===== config.mk =====
export PLATFORM = sky130hd
export DESIGN_NAME = jump_predecode_flat
export DESIGN_NICKNAME = d
export VERILOG_FILES = /design/src/rtl/jump_predecode_if.sv /design/src/rtl/jump_predecode.sv /design/src/flat_wrapper.sv
export SDC_FILE = /design/constraint.sdc
export NUM_CORES = 1
export LEC_CHECK = 0
export ABC_AREA = 1
export CORE_MARGIN = 5
export CORE_UTILIZATION = 50
export CTS_CLUSTER_SIZE = 30
export DETAILED_ROUTE_END_ITERATION = 8
export PLACE_DENSITY = 0.82
export RECOVER_POWER = 50
export SLEW_MARGIN = 20
export SYNTH_ARGS = -nofsm -noshare
export SYNTH_HDL_FRONTEND = slang
export SYNTH_SLANG_ARGS = --single-unit

===== constraint.sdc =====
create_clock -name clk_i -period 6.3 [get_ports clk_i]
set_input_delay 1.26 -clock clk_i [delete_from_list [all_inputs] [get_ports clk_i]]
set_output_delay 1.26 -clock clk_i [all_outputs]
set_load 0.005 [all_outputs]

===== src/rtl/jump_predecode_if.sv =====
// Fetch -> predecode -> decode bundle, plus the RAS and fetch-redirect side channels.
// No storage of its own; all timing is set by the predecoder stage.
// Backpressure: if_ready/id_ready are plain valid-ready handshakes.
interface jump_predecode_if #(
  parameter int WIDTH = 64
);
  // fetch side
  logic             if_valid;
  logic             if_ready;
  logic [WIDTH-1:0] if_pc;
  logic [31:0]      if_instr;
  // return address stack side
  logic             ras_push;
  logic             ras_pop;
  logic [WIDTH-1:0] ras_addr;
  logic [WIDTH-1:0] ras_top;
  logic             ras_empty;
  // fetch redirect
  logic             redir_valid;
  logic [WIDTH-1:0] redir_pc;
  // decode side
  logic             id_valid;
  logic             id_ready;
  logic [WIDTH-1:0] id_pc;
  logic [31:0]      id_instr;
  logic             id_pred_taken;
  logic [WIDTH-1:0] id_pred_pc;

  // predecoder view
  modport slave (
    input  if_valid, if_pc, if_instr, ras_top, ras_empty, id_ready,
    output if_ready, ras_push, ras_pop, ras_addr, redir_valid, redir_pc,
           id_valid, id_pc, id_instr, id_pred_taken, id_pred_pc
  );

  // environment view (fetch, RAS and decode together)
  modport master (
    output if_valid, if_pc, if_instr, ras_top, ras_empty, id_ready,
    input  if_ready, ras_push, ras_pop, ras_addr, redir_valid, redir_pc,
           id_valid, id_pc, id_instr, id_pred_taken, id_pred_pc
  );
endinterface


===== src/rtl/jump_predecode.sv =====
// Jump predecoder: classifies JAL/call/return, drives the RAS, redirects fetch and drains the wrong path.
// Latency: one cycle fetch->id; redirect pulse in the cycle after a taken fire.
// Backpressure: if_ready follows id_ready, except wrong-path beats in DRAIN are always swallowed.
// Optional statistics counters are compiled in with PREDECODE_STAT_EN.
module jump_predecode #(
  parameter int WIDTH  = 64,
  parameter int STAT_W = 32
) (
  input  logic              clk_i,
  input  logic              rst_i,
  input  logic              flush_i,
  jump_predecode_if.slave   bus_if
`ifdef PREDECODE_STAT_EN
  ,
  output logic [STAT_W-1:0] stat_call_o,
  output logic [STAT_W-1:0] stat_ret_o,
  output logic [STAT_W-1:0] stat_ret_miss_o,
  output logic [STAT_W-1:0] stat_drop_o
`endif
);

  localparam logic [6:0] OPC_JAL  = 7'b1101111;
  localparam logic [6:0] OPC_JALR = 7'b1100111;

  typedef enum logic {
    ST_RUN,
    ST_DRAIN
  } state_e;

  state_e           state_q, state_d;
  logic [WIDTH-1:0] target_q, target_d;

  logic             id_valid_q;
  logic [WIDTH-1:0] id_pc_q;
  logic [31:0]      id_instr_q;
  logic             id_pred_taken_q;
  logic [WIDTH-1:0] id_pred_pc_q;
  logic             redir_valid_q;
  logic [WIDTH-1:0] redir_pc_q;

  // ---------------------------------------------------------------------------
  // Instruction classification
  // ---------------------------------------------------------------------------
  logic [31:0]      instr;
  logic [6:0]       opcode;
  logic [4:0]       rd;
  logic [4:0]       rs1;
  logic [2:0]       funct3;
  logic             rd_link;
  logic             rs1_link;
  logic             is_jal;
  logic             is_jalr;
  logic             is_call;
  logic             is_ret;
  logic [20:0]      jal_off;
  logic [WIDTH-1:0] jal_tgt;
  logic             pred_taken;
  logic [WIDTH-1:0] pred_pc;

  assign instr    = bus_if.if_instr;
  assign opcode   = instr[6:0];
  assign rd       = instr[11:7];
  assign funct3   = instr[14:12];
  assign rs1      = instr[19:15];
  assign rd_link  = (rd == 5'd1) || (rd == 5'd5);
  assign rs1_link = (rs1 == 5'd1) || (rs1 == 5'd5);
  assign is_jal   = (opcode == OPC_JAL);
  assign is_jalr  = (opcode == OPC_JALR) && (funct3 == 3'b000);

  // A JALR that links is always treated as a call, even when rs1 is also a
  // link register (co-routine swap): push only, target unknown here.
  assign is_call  = (is_jal && rd_link) || (is_jalr && rd_link);
  assign is_ret   = is_jalr && !rd_link && rs1_link;

  // J-type immediate, sign-extended; the add wraps mod 2^WIDTH.
  assign jal_off  = {instr[31], instr[19:12], instr[20], instr[30:21], 1'b0};
  assign jal_tgt  = bus_if.if_pc + {{(WIDTH-21){jal_off[20]}}, jal_off};

  // A return with an empty RAS has no usable target, so it stays not-taken.
  assign pred_taken = is_jal || (is_ret && !bus_if.ras_empty);
  assign pred_pc    = is_jal ? jal_tgt : bus_if.ras_top;

  // ---------------------------------------------------------------------------
  // Handshake
  // ---------------------------------------------------------------------------
  logic kill;
  logic drain_miss;
  logic fire;
  logic discard;

  // Reset and flush both block the stage for the cycle they are asserted.
  assign kill       = rst_i || flush_i;
  assign drain_miss = (state_q == ST_DRAIN) && (bus_if.if_pc != target_q);

  // Wrong-path beats never need the decode slot, so they are taken regardless.
  assign bus_if.if_ready = !kill && (drain_miss || !id_valid_q || bus_if.id_ready);

  assign fire    = bus_if.if_valid && bus_if.if_ready && !drain_miss;
  assign discard = bus_if.if_valid && !kill && drain_miss;

  // RAS requests are only meaningful for a beat that actually moves into the stage.
  assign bus_if.ras_push = fire && is_call;
  assign bus_if.ras_pop  = fire && is_ret && !bus_if.ras_empty;
  assign bus_if.ras_addr = fire ? bus_if.if_pc : '0;

  // ---------------------------------------------------------------------------
  // Redirect / drain FSM
  // ---------------------------------------------------------------------------

  // Next-state: a taken fire arms DRAIN on its target; any other fire returns to RUN.
  always_comb begin
    state_d  = state_q;
    target_d = target_q;
    if (flush_i) begin
      state_d = ST_RUN;
    end else if (fire) begin
      if (pred_taken) begin
        state_d  = ST_DRAIN;
        target_d = pred_pc;
      end else begin
        state_d  = ST_RUN;
      end
    end
  end

  // FSM state and drain target registers.
  always_ff @(posedge clk_i) begin
    if (rst_i) begin
      state_q  <= ST_RUN;
      target_q <= '0;
    end else begin
      state_q  <= state_d;
      target_q <= target_d;
    end
  end

  // ---------------------------------------------------------------------------
  // Output registers
  // ---------------------------------------------------------------------------

  // Decode-side pipeline register; holds while decode stalls.
  always_ff @(posedge clk_i) begin
    if (rst_i) begin
      id_valid_q      <= 1'b0;
      id_pc_q         <= '0;
      id_instr_q      <= '0;
      id_pred_taken_q <= 1'b0;
      id_pred_pc_q    <= '0;
    end else if (flush_i) begin
      id_valid_q      <= 1'b0;
    end else if (fire) begin
      id_valid_q      <= 1'b1;
      id_pc_q         <= bus_if.if_pc;
      id_instr_q      <= instr;
      id_pred_taken_q <= pred_taken;
      id_pred_pc_q    <= pred_taken ? pred_pc : '0;
    end else if (bus_if.id_ready) begin
      id_valid_q      <= 1'b0;
    end
  end

  // One-cycle redirect pulse following each taken fire.
  always_ff @(posedge clk_i) begin
    if (rst_i) begin
      redir_valid_q <= 1'b0;
      redir_pc_q    <= '0;
    end else if (flush_i) begin
      redir_valid_q <= 1'b0;
    end else begin
      redir_valid_q <= fire && pred_taken;
      if (fire && pred_taken) begin
        redir_pc_q <= pred_pc;
      end
    end
  end

  assign bus_if.id_valid      = id_valid_q;
  assign bus_if.id_pc         = id_pc_q;
  assign bus_if.id_instr      = id_instr_q;
  assign bus_if.id_pred_taken = id_pred_taken_q;
  assign bus_if.id_pred_pc    = id_pred_pc_q;
  assign bus_if.redir_valid   = redir_valid_q;
  assign bus_if.redir_pc      = redir_pc_q;

`ifdef PREDECODE_STAT_EN
  // ---------------------------------------------------------------------------
  // Statistics: saturating, cleared only by reset (they survive flushes)
  // ---------------------------------------------------------------------------
  logic [STAT_W-1:0] stat_call_q, stat_ret_q, stat_ret_miss_q, stat_drop_q;

  function automatic logic [STAT_W-1:0] sat_inc(input logic [STAT_W-1:0] v, input logic en);
    return (en && !(&v)) ? v + STAT_W'(1) : v;
  endfunction

  // Event counters for calls, returns, empty-RAS returns and wrong-path drops.
  always_ff @(posedge clk_i) begin
    if (rst_i) begin
      stat_call_q     <= '0;
      stat_ret_q      <= '0;
      stat_ret_miss_q <= '0;
      stat_drop_q     <= '0;
    end else begin
      stat_call_q     <= sat_inc(stat_call_q,     bus_if.ras_push);
      stat_ret_q      <= sat_inc(stat_ret_q,      bus_if.ras_pop);
      stat_ret_miss_q <= sat_inc(stat_ret_miss_q, fire && is_ret && bus_if.ras_empty);
      stat_drop_q     <= sat_inc(stat_drop_q,     discard);
    end
  end

  assign stat_call_o     = stat_call_q;
  assign stat_ret_o      = stat_ret_q;
  assign stat_ret_miss_o = stat_ret_miss_q;
  assign stat_drop_o     = stat_drop_q;
`else
  // Without statistics the discard strobe has no consumer.
  logic unused_discard;
  assign unused_discard = discard;
`endif

endmodule


===== src/flat_wrapper.sv =====
// flat-port wrapper written by rule: the top's interface ports become plain ports
module jump_predecode_flat 
#(
  parameter int WIDTH  = 64,
  parameter int STAT_W = 32
)
  (clk_i, rst_i, flush_i, bus_if_if_valid, bus_if_if_pc, bus_if_if_instr, bus_if_ras_top, bus_if_ras_empty, bus_if_id_ready, bus_if_if_ready, bus_if_ras_push, bus_if_ras_pop, bus_if_ras_addr, bus_if_redir_valid, bus_if_redir_pc, bus_if_id_valid, bus_if_id_pc, bus_if_id_instr, bus_if_id_pred_taken, bus_if_id_pred_pc);
  jump_predecode_if #(.WIDTH(WIDTH)) bus_if_i ();
  input  logic clk_i;
  input  logic rst_i;
  input  logic flush_i;
  input wire logic [$bits(bus_if_i.if_valid)-1:0] bus_if_if_valid;
  input wire logic [$bits(bus_if_i.if_pc)-1:0] bus_if_if_pc;
  input wire logic [$bits(bus_if_i.if_instr)-1:0] bus_if_if_instr;
  input wire logic [$bits(bus_if_i.ras_top)-1:0] bus_if_ras_top;
  input wire logic [$bits(bus_if_i.ras_empty)-1:0] bus_if_ras_empty;
  input wire logic [$bits(bus_if_i.id_ready)-1:0] bus_if_id_ready;
  output wire logic [$bits(bus_if_i.if_ready)-1:0] bus_if_if_ready;
  output wire logic [$bits(bus_if_i.ras_push)-1:0] bus_if_ras_push;
  output wire logic [$bits(bus_if_i.ras_pop)-1:0] bus_if_ras_pop;
  output wire logic [$bits(bus_if_i.ras_addr)-1:0] bus_if_ras_addr;
  output wire logic [$bits(bus_if_i.redir_valid)-1:0] bus_if_redir_valid;
  output wire logic [$bits(bus_if_i.redir_pc)-1:0] bus_if_redir_pc;
  output wire logic [$bits(bus_if_i.id_valid)-1:0] bus_if_id_valid;
  output wire logic [$bits(bus_if_i.id_pc)-1:0] bus_if_id_pc;
  output wire logic [$bits(bus_if_i.id_instr)-1:0] bus_if_id_instr;
  output wire logic [$bits(bus_if_i.id_pred_taken)-1:0] bus_if_id_pred_taken;
  output wire logic [$bits(bus_if_i.id_pred_pc)-1:0] bus_if_id_pred_pc;
  assign bus_if_i.if_valid = bus_if_if_valid;
  assign bus_if_i.if_pc = bus_if_if_pc;
  assign bus_if_i.if_instr = bus_if_if_instr;
  assign bus_if_i.ras_top = bus_if_ras_top;
  assign bus_if_i.ras_empty = bus_if_ras_empty;
  assign bus_if_i.id_ready = bus_if_id_ready;
  assign bus_if_if_ready = bus_if_i.if_ready;
  assign bus_if_ras_push = bus_if_i.ras_push;
  assign bus_if_ras_pop = bus_if_i.ras_pop;
  assign bus_if_ras_addr = bus_if_i.ras_addr;
  assign bus_if_redir_valid = bus_if_i.redir_valid;
  assign bus_if_redir_pc = bus_if_i.redir_pc;
  assign bus_if_id_valid = bus_if_i.id_valid;
  assign bus_if_id_pc = bus_if_i.id_pc;
  assign bus_if_id_instr = bus_if_i.id_instr;
  assign bus_if_id_pred_taken = bus_if_i.id_pred_taken;
  assign bus_if_id_pred_pc = bus_if_i.id_pred_pc;
  jump_predecode #(.WIDTH(WIDTH), .STAT_W(STAT_W)) u_core (.clk_i(clk_i), .rst_i(rst_i), .flush_i(flush_i), .bus_if(bus_if_i));
endmodule

run_1/pdn.png
Scale bar: 50 microns. Pins as bars on the die edge. Tap cells in gray.
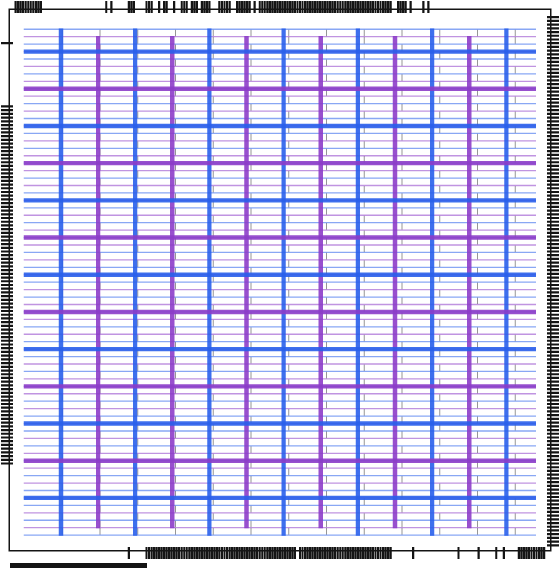
| net | color |
|---|---|
| VDD | purple |
| VSS | blue |
met4 straps: 13
signal pins: 460
Peak VDD IR: 0.000209 V
die height: 197 microns
die width: 197 microns
core area: 34,600 sq um

run_1/cell_classes.png
Scale bar: 50 microns.
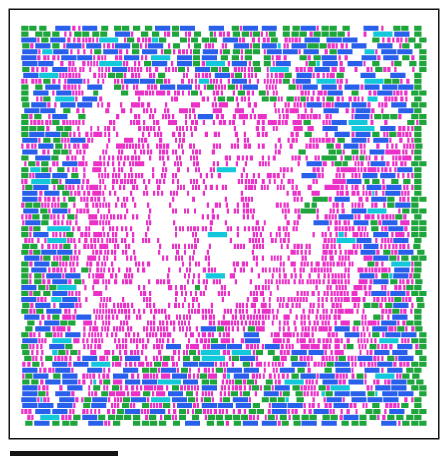
| class | color | cells |
|---|---|---|
| clock drivers and dummy loads | cyan | 53 |
| all other logic | magenta | 2,588 |
| other buffers and delay cells | green | 471 |
| flip-flops | blue | 292 |
Seq area share: 24.9%
Final Util: 67.7%
fin area: 23,400 sq um

run_1/clock_map.png
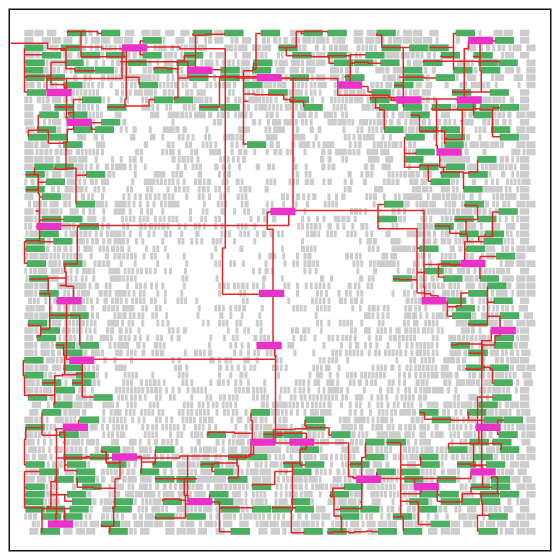
[cells driving clock nets] magenta | count: 29
[flip-flops] green | count: 292
[clock wires] red | length: 3,600 microns
routed clock nets: 30
clock share of power: 40.2%
clk_skew: 0.0120 ns
Clock net power: 1870 uW
clk_lat worst skew: 0.56 ns

==> impl_metrics.csv, run 1 <==
group,metric,value,unit
die,row_count,68,
yosys,async_reset_ff_share,0,%
yosys,synth-compound-area-share,12.0,%
yosys,yosys_area,17600,sq um
final_timing,max_freq,0.174,GHz
yosys,netlist_logic_family_top,"simple AND/OR/NAND/NOR gates",
global_routing,grt.overflow.total,0,
worst_setup_path,path_max_fanout,122,
yosys,ys_seq_share,33.3,%
global_routing,grtUsageTotal,32.4,%
cells_and_area,final_nets,3611,
worst_setup_path,r2r_end,"u_core.bus_if.redir_pc[31]$_SDFFE_PP0P_",
final_timing,slew_viol_final,0,
global_routing,grt_pass1_wl,102,mm
yosys,edf_count,0,
worst_setup_path,worstPathCellList,"dlygate4sd3_1, inv_1, nand2_1, nand2_1, nor2_1, nand2_1, nor2_1, nand2_1, nor2_1, nand2_1, nand2_1, nand4_1, buf_12, nor2_1, clkdlybuf4s50_1",
final_timing,worst_pin_slew,1.07,ns
clock_network,cts_sinks,292,
route,num_vias,19866,
yosys,ys_sh_adder,4.53,%
clock_network,post_cts_buffers,0,
power_and_ir_drop,power.density,198,nW/um^2
cells_and_area,largest_cell_class,"logic gates",
worst_setup_path,path_delay_family,"simple AND/OR/NAND/NOR gates",
yosys,synth.avg_cell_area,5.90,sq um
clock_network,root_buffer,"clkbuf_16",
worst_setup_path,criticalPathCategory,"in2out",
worst_hold_path,hp-class,"reg2reg",
route,ant_nets,0,
outcome,status,"finished clean",
flow_run,cap_viol_max_count,0,
final_timing,finalHoldViolCount,0,
power_and_ir_drop,switching_share,28.3,%
clock_network,cts_max_level,1,
cells_and_area,syn_to_final_growth,33.5,%
worst_setup_path,crit_start,"bus_if_if_pc[31]",
placement,dp_slack,0.795,ns
yosys,yosys_warnings,0,
cells_and_area,inv_count,488,
worst_setup_path,cpPeakStageDelay,0.59,ns
cells_and_area,fillers,3125,
die,die-area,39000,sq um
yosys,ys_sh_xor,1.50,%
final_timing,finalSetupViolCount,0,
yosys,fp_nets,3204,
worst_setup_path,required,5.04,ns
flow_run,warning_count,32,
worst_setup_path,crit_path_top_delay_cell,"dlygate4sd3_1",
die,pin_count,460,
die,core_util_floorplan,50.7,%
worst_setup_path,reg2reg_setup_slack,2.84,ns
final_timing,holdWs,0.456,ns
placement,port-buffer-count,459,
yosys,syn_area,17600,sq um
power_and_ir_drop,comb_power_share,19.3,%
cells_and_area,nFlopsAndLatches,292,
power_and_ir_drop,cellLeakagePower,0.0118,uW
route,first_pass_iters,5,
cells_and_area,clkbuf_count,38,
global_routing,antenna_found_initial,1,
power_and_ir_drop,fin_total_pwr,4640,uW
worst_setup_path,endpoint,"bus_if_ras_addr[4]",
yosys,synth.distinct_cells,31,
route,wl_per_cell,17.2,microns
clock_network,cts_tree,"built",
yosys,simple_gate_share,35.8,%
cells_and_area,diodes,1,
die,taps,455,
route,drcViolationCount,0,
yosys,yosys_most_used_dff,"dfxtp_1",
worst_hold_path,min_from,"u_core.bus_if.redir_pc[38]$_SDFFE_PP0P_",
clock_network,cts_buffers,29,
clock_network,clkTransAtPathRegs,0.06,ns
worst_setup_path,crit_path_frequent_cell,"nand2_1",
power_and_ir_drop,power_frac_seq,40.5,%
final_timing,fin_crit,5.74,ns
placement,gp_congestion,0.995,
final_timing,final.period_utilization,91.1,%
yosys,synth_flops,292,
clock_network,cts_hold_buf,0,
worst_hold_path,whs_path_depth,2,
cells_and_area,logic_gates,2100,
cells_and_area,num-nonclk-buffers,471,
yosys,mux_area_share,0,%
clock_network,clock_path_buffers,3,
worst_setup_path,worst-path-buf-inv,4,
final_timing,relSlewSlack,28.6,%
worst_setup_path,reg2regPathDepth,16,
placement,hpwl,52.5,mm
worst_hold_path,hold_end,"u_core.bus_if.redir_pc[38]$_SDFFE_PP0P_",
global_routing,grt_max_degree,133,
cells_and_area,comb_area,9450,sq um
cells_and_area,register_area,5850,sq um
cells_and_area,post_route_cells_drive_above_1_share,2.35,%
final_timing,finalWorstSetupSlack,0.560,ns
global_routing,grt_pass1_vias,19003,
yosys,ys_cells,2975,
yosys,synth_top_cell_by_count,"nand2_1",
power_and_ir_drop,p_int,3330,uW
worst_setup_path,critPathLaunchType,"input port",
final_timing,rsz0062_at_grt,"false",
worst_setup_path,cp.depth,15,
yosys,synthCells,2975,
worst_setup_path,r2r-start,"u_core.target_q[31]$_SDFFE_PP0P_",
route,drt_iter0_markers,1460,
cells_and_area,lay_top_count,"nand2_1",
cells_and_area,sh_comb_area,40.3,%
cells_and_area,final_cell_mix,"nand2_1 (1,135), inv_1 (484), a21oi_1 (359)",
yosys,top_cell_area_share,33.3,%
yosys,common_cells,"nand2_1 (1,134), inv_1 (484), a21oi_1 (359)",
worst_setup_path,cp-end-kind,"output pin",
worst_setup_path,worstPathArrival,4.48,ns
==> run 1: worst min-delay path: stages (launching register included) <==
cell	delay [ns]
dfxtp_1	0.31
nand2_1	0.06
a21oi_1	0.05
==> run 1: layer usage <==
layer | track usage (%) | vias to the layer above | part of all wire [%]
li1 | - | 9920 | -
met1 | 41.5 | 9032 | 42
met2 | 55.7 | 782 | 47
met3 | 5.27 | 132 | 8.1
met4 | 10.6 | 0 | 3.4
met5 | 0 | - | 0
==> run 1: power groups by stage <==
stage	clock network [uW]	registers (uW)	logic, uW
3_3_place_gp	0	1920	878
5_1_grt	1960	1880	991
6_report	1870	1880	894
3_5_place_dp	0	1920	886
4_1_cts	1880	1880	893
2_1_floorplan	0	1920	514
==> run 1: stage by stage <==
| stage | instance area (sq um) | utilization [%] | std cells |
|---|---|---|---|
| after global routing | 23400 | 67.7 | 3860 |
| after floorplan | 17600 | - | 2975 |
| after detailed placement | 22400 | 64.8 | 3806 |
| after global placement | 22400 | 64.8 | 3806 |
| after CTS | 23500 | 67.8 | 3859 |
| final | 23400 | 67.7 | 3860 |
==> run 1: logic make-up after synthesis <==
logic type,count (synthesis)
and+or+nand+nor,1594
buffers and inverters,583
AOI/OAI and AO/OA,413
DFF,292
adders and majority gates,63
xor gates and xnor gates,30
==> run 1: state kept, by name (all words and copies together) (netlist names) <==
name                         cells
u_core.bus_if.id_pc             64
u_core.bus_if.id_pred_pc        64
u_core.bus_if.redir_pc          64
u_core.target_q                 64
u_core.bus_if.id_instr          32
u_core.bus_if.id_pred_taken      1
u_core.bus_if.id_valid           1
u_core.bus_if.redir_valid        1
u_core.state_q                   1
run_1/final_congestion.png
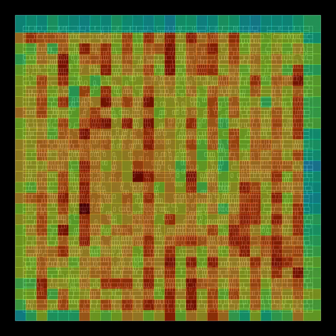

==> run 2: changes to the inputs <==
CORE_ASPECT_RATIO = 1.1   (was not set)
CORE_MARGIN = not set   (was 5)
run_2/final_congestion.png
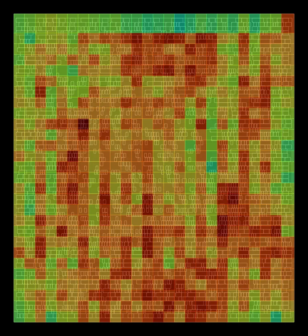
met3 GRT Util: 4.19%
grt met2 use: 61.9%
Final Util: 68.0%

run_2/metal_stack.png
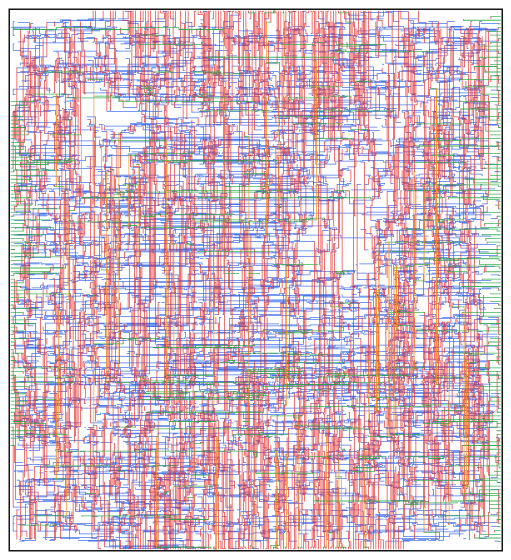
| layer | color | wire length |
|---|---|---|
| met2 | red | 30.9 mm |
| met4 | orange | 2,840 microns |
| met1 | blue | 26.2 mm |
| met3 | green | 4,440 microns |
Post-Route WL: 64.3 mm
DR WL/cell: 16.7 microns

==> impl_metrics.csv, run 2 <==
group,metric,value,unit
yosys,common_cells,"nand2_1 (1,134), inv_1 (484), a21oi_1 (359)",
worst_hold_path,min_from,"u_core.bus_if.redir_pc[20]$_SDFFE_PP0P_",
clock_network,cts_buffers,30,
global_routing,grt_pass1_vias,18796,
cells_and_area,syn_to_final_growth,33.1,%
worst_setup_path,r2r_end,"u_core.target_q[30]$_SDFFE_PP0P_",
yosys,syn_area,17600,sq um
yosys,simple_gate_share,35.8,%
power_and_ir_drop,p_clk,1790,uW
die,chipWidth,181,microns
power_and_ir_drop,powerSeq,1880,uW
clock_network,post_cts_buffers,0,
final_timing,worst_pin_slew,0.950,ns
yosys,synth.avg_cell_area,5.90,sq um
worst_setup_path,cp-end-kind,"output pin",
cells_and_area,final_cell_mix,"nand2_1 (1,135), inv_1 (486), a21oi_1 (359)",
worst_setup_path,r2r-start,"u_core.target_q[31]$_SDFFE_PP0P_",
cells_and_area,comb_area,9460,sq um
yosys,synth_top_cell_by_count,"nand2_1",
cells_and_area,fillers,3055,
die,pin_count,460,
final_timing,finalSetupViolCount,0,
yosys,async_reset_ff_share,0,%
yosys,ys_seq_share,33.3,%
power_and_ir_drop,maxPowerGroup,"sequential cells",
worst_setup_path,worst-path-buf-inv,4,
yosys,fp_nets,3204,
clock_network,clk-insertion-delay-late,0.57,ns
cells_and_area,diodes,0,
power_and_ir_drop,cellLeakagePower,0.0118,uW
global_routing,grt_pass1_wl,99.4,mm
cells_and_area,lay_top_count,"nand2_1",
yosys,synth_flops,292,
outcome,status,"finished clean",
clock_network,cts_sinks,292,
yosys,edf_count,0,
placement,port-buffer-count,459,
yosys,yosys_area,17600,sq um
yosys,ys_sh_xor,1.50,%
worst_setup_path,crit_path_frequent_cell,"nand2_1",
clock_network,root_buffer,"clkbuf_16",
yosys,ys_cells,2975,
die,fp.coreArea,34400,sq um
placement,hpwl,50.2,mm
clock_network,cts_max_level,1,
yosys,synth-compound-area-share,12.0,%
final_timing,fin_crit,5.80,ns
final_timing,finalHoldViolCount,0,
die,core_util_floorplan,51.1,%
worst_setup_path,critPathLaunchType,"input port",
flow_run,cap_viol_max_count,0,
final_timing,final.period_utilization,92.0,%
route,num_vias,19783,
final_timing,finalWorstSetupSlack,0.502,ns
power_and_ir_drop,p_clk_share,39.3,%
power_and_ir_drop,pg_comb,891,uW
yosys,netlist_logic_family_top,"simple AND/OR/NAND/NOR gates",
power_and_ir_drop,comb_power_share,19.5,%
cells_and_area,register_area,5850,sq um
yosys,yosys_warnings,0,
yosys,yosys_most_used_dff,"dfxtp_1",
final_timing,relSlewSlack,36.7,%
worst_setup_path,path_delay_family,"buffers and inverters",
power_and_ir_drop,vdd_ir_drop_max,0.000244,V
-- run 2: layer usage --
layer | global-route usage (%) | share of wire, % | vias up
met4 | 16.1 | 4.4 | 0
met1 | 42.2 | 41 | 8984
met5 | 0 | 0 | -
li1 | - | - | 9901
met3 | 4.19 | 6.9 | 139
met2 | 61.9 | 48 | 759
-- run 2: cell families after synthesis --
logic type | after synthesis
AND-OR/OR-AND | 413
XOR/XNOR | 30
adder cells (fa/ha/maj) | 63
buffers and inverters | 583
flip-flops | 292
AND/OR/NAND/NOR | 1594
-- run 2: worst min-delay path, stage by stage, from the launching register on --
cell	delay, ns
dfxtp_1	0.31
nand2_1	0.06
a21oi_1	0.05
-- run 2: cell type report --
cell class,instances,area share [%]
Tap cell,438,2.34
Multi-Input combinational cell,2100,40.5
Timing Repair Buffer,471,20.2
Sequential cell,292,25.0
Clock inverter,12,0.567
Inverter,488,7.83
Clock buffer,40,3.63
-- run 2: worst max path at each step --
stage                          end  cells after the start        startpoint  slack, ns
3_3_place_gp   bus_if_ras_addr[13]                     15   bus_if_if_pc[1]       0.71
2_1_floorplan       bus_if_ras_pop                     15  bus_if_if_pc[15]       2.47
4_1_cts        bus_if_ras_addr[13]                     15   bus_if_if_pc[1]       0.71
6_report       bus_if_ras_addr[15]                     15  bus_if_if_pc[63]       0.50
5_1_grt        bus_if_ras_addr[13]                     15  bus_if_if_pc[63]       0.37
3_5_place_dp   bus_if_ras_addr[14]                     15   bus_if_if_pc[1]       0.71
-- run 2: stage by stage --
step                std cells  power [uW]  instance area [sq um]
finish                   3841        4560                  23400
global route             3841        4750                  23400
CTS                      3841        4570                  23400
detailed placement       3789        2800                  22400
global placement         3789        2790                  22400
floorplan                2975        2430                  17600
run_2/cell_classes.png
Scale bar: 50 microns.
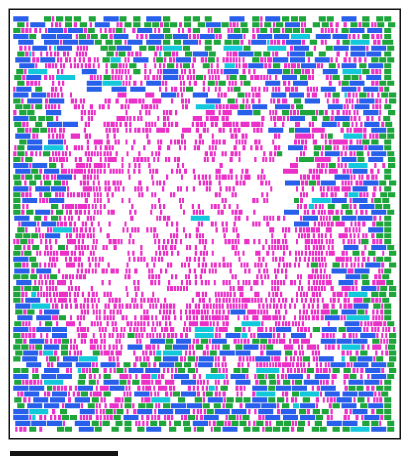

==> run 3: changes to the inputs <==
ABC_CLOCK_PERIOD_IN_PS = 6300   (was not set)
PLACE_DENSITY = 0.83   (was 0.82)
run_3/cell_classes.png
Scale bar: 50 microns.
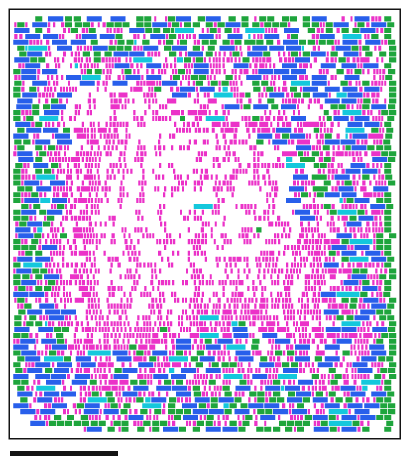
| class | color | cells |
|---|---|---|
| all other logic | magenta | 2,588 |
| clock drivers and dummy loads | cyan | 55 |
| flip-flops | blue | 292 |
| other buffers and delay cells | green | 472 |
fin area: 23,400 sq um
# rows: 71
core area: 34,400 sq um

run_3/pdn.png
Scale bar: 50 microns. Pins as bars on the die edge. Tap cells in gray.
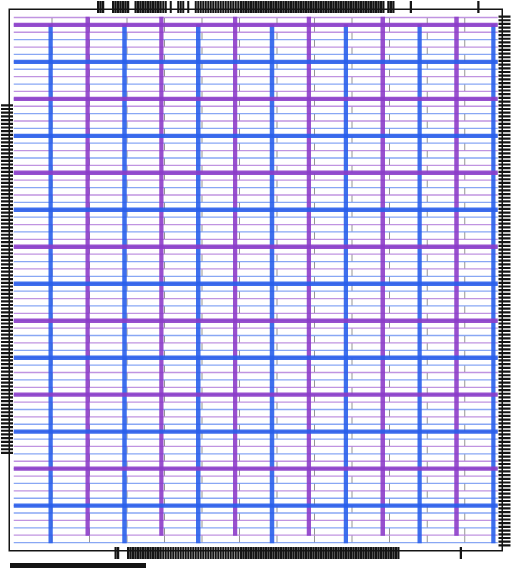
| net | color |
|---|---|
| VDD | purple |
| VSS | blue |
met4 straps: 13
tap cells: 438
met1 rails: 72
die height: 199 microns
die width: 181 microns
Peak VDD IR: 0.000212 V

==> impl_metrics.csv, run 3 <==
group,metric,value,unit
route,drcViolationCount,0,
die,die-area,35900,sq um
yosys,ys_seq_share,33.3,%
yosys,synthCells,2975,
cells_and_area,post_route_cells_drive_above_1_share,2.32,%
clock_network,cts_buffers,30,
worst_setup_path,reg2regPathDepth,16,
cells_and_area,utilization,68.2,%
worst_setup_path,r2r_end,"u_core.bus_if.redir_pc[35]$_SDFFE_PP0P_",
yosys,yosys_area,17600,sq um
power_and_ir_drop,cellLeakagePower,0.0118,uW
worst_setup_path,criticalPathCategory,"in2out",
worst_setup_path,path_delay_family,"buffers and inverters",
global_routing,grtUsageTotal,34.8,%
global_routing,met3_usage,4.39,%
final_timing,fin_crit,5.68,ns
worst_hold_path,min_from,"u_core.bus_if.id_pred_pc[5]$_SDFFE_PP0P_",
global_routing,grtUsageMet1,42.3,%
clock_network,post_cts_buffers,0,
final_timing,finalHoldViolCount,0,
final_timing,skew,0.0192,ns
die,core_util_floorplan,51.1,%
yosys,ys_cells,2975,
worst_setup_path,endpoint,"bus_if_ras_addr[31]",
placement,gp_congestion,0.979,
global_routing,antenna_found_initial,0,
final_timing,relSlewSlack,34.7,%
cells_and_area,fillers,3061,
worst_setup_path,crit_path_frequent_cell,"nand2_1",
worst_hold_path,hp-class,"reg2reg",
placement,port-buffer-count,459,
worst_setup_path,reg2reg_setup_slack,3.03,ns
global_routing,grt.overflow.total,0,
cells_and_area,final_nets,3613,
clock_network,clock_path_buffers,3,
worst_setup_path,cp-end-kind,"output pin",
placement,hpwl,50.0,mm
route,via_per_inst,5.13,
route,wl_per_cell,16.7,microns
final_timing,finalWorstSetupSlack,0.622,ns
flow_run,cap_viol_max_count,0,
cells_and_area,instances_no_fill,3846,
yosys,fp_nets,3204,
clock_network,cts_max_level,1,
clock_network,cts_hold_buf,0,
worst_hold_path,hold_end,"u_core.bus_if.id_pred_pc[5]$_SDFFE_PP0P_",
worst_setup_path,worst-path-buf-inv,4,
final_timing,slew_viol_final,0,
route,num_vias,19746,
clock_network,clkTransAtPathRegs,0.06,ns
outcome,status,"finished clean",
final_timing,rsz0062_at_grt,"false",
worst_setup_path,worstPathCellList,"dlygate4sd3_1, inv_1, nand2_1, nand2_1, nor2_1, nand2_1, nor2_1, nand2_1, nor2_1, nand2_1, nand2_1, nand4_1, buf_12, nor2_1, clkdlybuf4s50_1",
yosys,synth.avg_cell_area,5.90,sq um
die,pin_count,460,
route,routed_wl,64.3,mm
worst_setup_path,critPathLaunchType,"input port",
final_timing,worst_pin_slew,0.980,ns
route,drt_iter0_markers,1533,
yosys,async_reset_ff_share,0,%
cells_and_area,final_cell_mix,"nand2_1 (1,135), inv_1 (485), a21oi_1 (359)",
clock_network,cts_tree,"built",
global_routing,grtUsageMet2,61.9,%
worst_hold_path,whs_path_depth,2,
worst_setup_path,cp.depth,15,
worst_setup_path,path_max_fanout,144,
clock_network,root_buffer,"clkbuf_16",
yosys,yosys_warnings,0,
yosys,top_cell_area_share,33.3,%
final_timing,max_freq,0.176,GHz
placement,dp.cells,3790,
route,first_pass_iters,6,
worst_setup_path,r2r-start,"u_core.target_q[28]$_SDFFE_PP0P_",
clock_network,cts_sinks,292,
yosys,synth_area_leader_cell,"dfxtp_1",
global_routing,grt_pass1_vias,18600,
yosys,yosys_most_used_dff,"dfxtp_1",
placement,dpl_cell_area,22400,sq um
placement,dp_slack,0.921,ns
clock_network,clk-insertion-delay-late,0.58,ns
global_routing,grt_max_degree,145,
global_routing,busiest_layer,"met2",
worst_setup_path,cpPeakStageDelay,0.61,ns
worst_setup_path,required,5.04,ns
final_timing,final.period_utilization,90.1,%
power_and_ir_drop,power.density,198,nW/um^2
yosys,common_cells,"nand2_1 (1,134), inv_1 (484), a21oi_1 (359)",
yosys,syn_area,17600,sq um
global_routing,grt_pass1_wl,99.2,mm
cells_and_area,lay_top_count,"nand2_1",
worst_setup_path,crit_path_top_delay_cell,"dlygate4sd3_1",
worst_setup_path,worstPathArrival,4.42,ns
yosys,edf_count,0,
final_timing,finalSetupViolCount,0,
yosys,synth_top_cell_by_count,"nand2_1",
flow_run,warning_count,32,
cells_and_area,syn_to_final_growth,33.4,%
route,ant_nets,0,
yosys,synth.distinct_cells,31,
worst_setup_path,crit_start,"bus_if_if_pc[49]",
yosys,synth_flops,292,
## run 3: cell counts after synthesis
No cell type changed its count.
## run 3: area by class of cell
class                   count  area, sq um  area share, %
inverters                 488         1830           7.82
multi-input cells        2100         9450           40.3
clock inverters            16          206          0.881
well taps                 438          548           2.34
repair buffers            472         4730           20.2
clock buffers              39          826           3.52
flip-flops and latches    292         5850           24.9
diodes                      1         2.50         0.0107
## run 3: kinds of logic (layout without fill, tap and decap cells)
| group | count (synthesis) | after routing | share of synthesized area [%] |
|---|---|---|---|
| flops | 292 | 292 | 33.3 |
| other cells | 0 | 1 | 0 |
| fa+ha+maj | 63 | 63 | 4.53 |
| buf+inv | 583 | 1015 | 12.9 |
| simple gates | 1594 | 1594 | 35.8 |
| compound gates | 413 | 413 | 12.0 |
| xor+xnor | 30 | 30 | 1.50 |
## run 3: metal layers
metal / vias to the layer above / share of wire, %
li1: 9918 / -
met1: 8905 / 41
met2: 792 / 49
met3: 131 / 6.6
met4: 0 / 3.9
met5: - / 0
## run 3: worst min-delay path, delay by kind of cell, from the launching register on
family | cells | cell delay [ns]
AND/OR/NAND/NOR | 1 | 0.05
AND-OR/OR-AND | 1 | 0.06
flip-flops | 1 | 0.30
## run 3: per-stage QoR
stage,hold WS [ns],power (uW)
after floorplan,0.451,2430
after global placement,0.448,2790
after detailed placement,0.452,2800
after CTS,0.462,4650
after global routing,0.471,4830
final,0.458,4630
## run 3: power breakdown
group,switching (uW),internal (uW)
sequential,10.7,1870
combinational,551,342
clock,772,1090
No activity file was given, so power comes from the tool's default toggle rates.
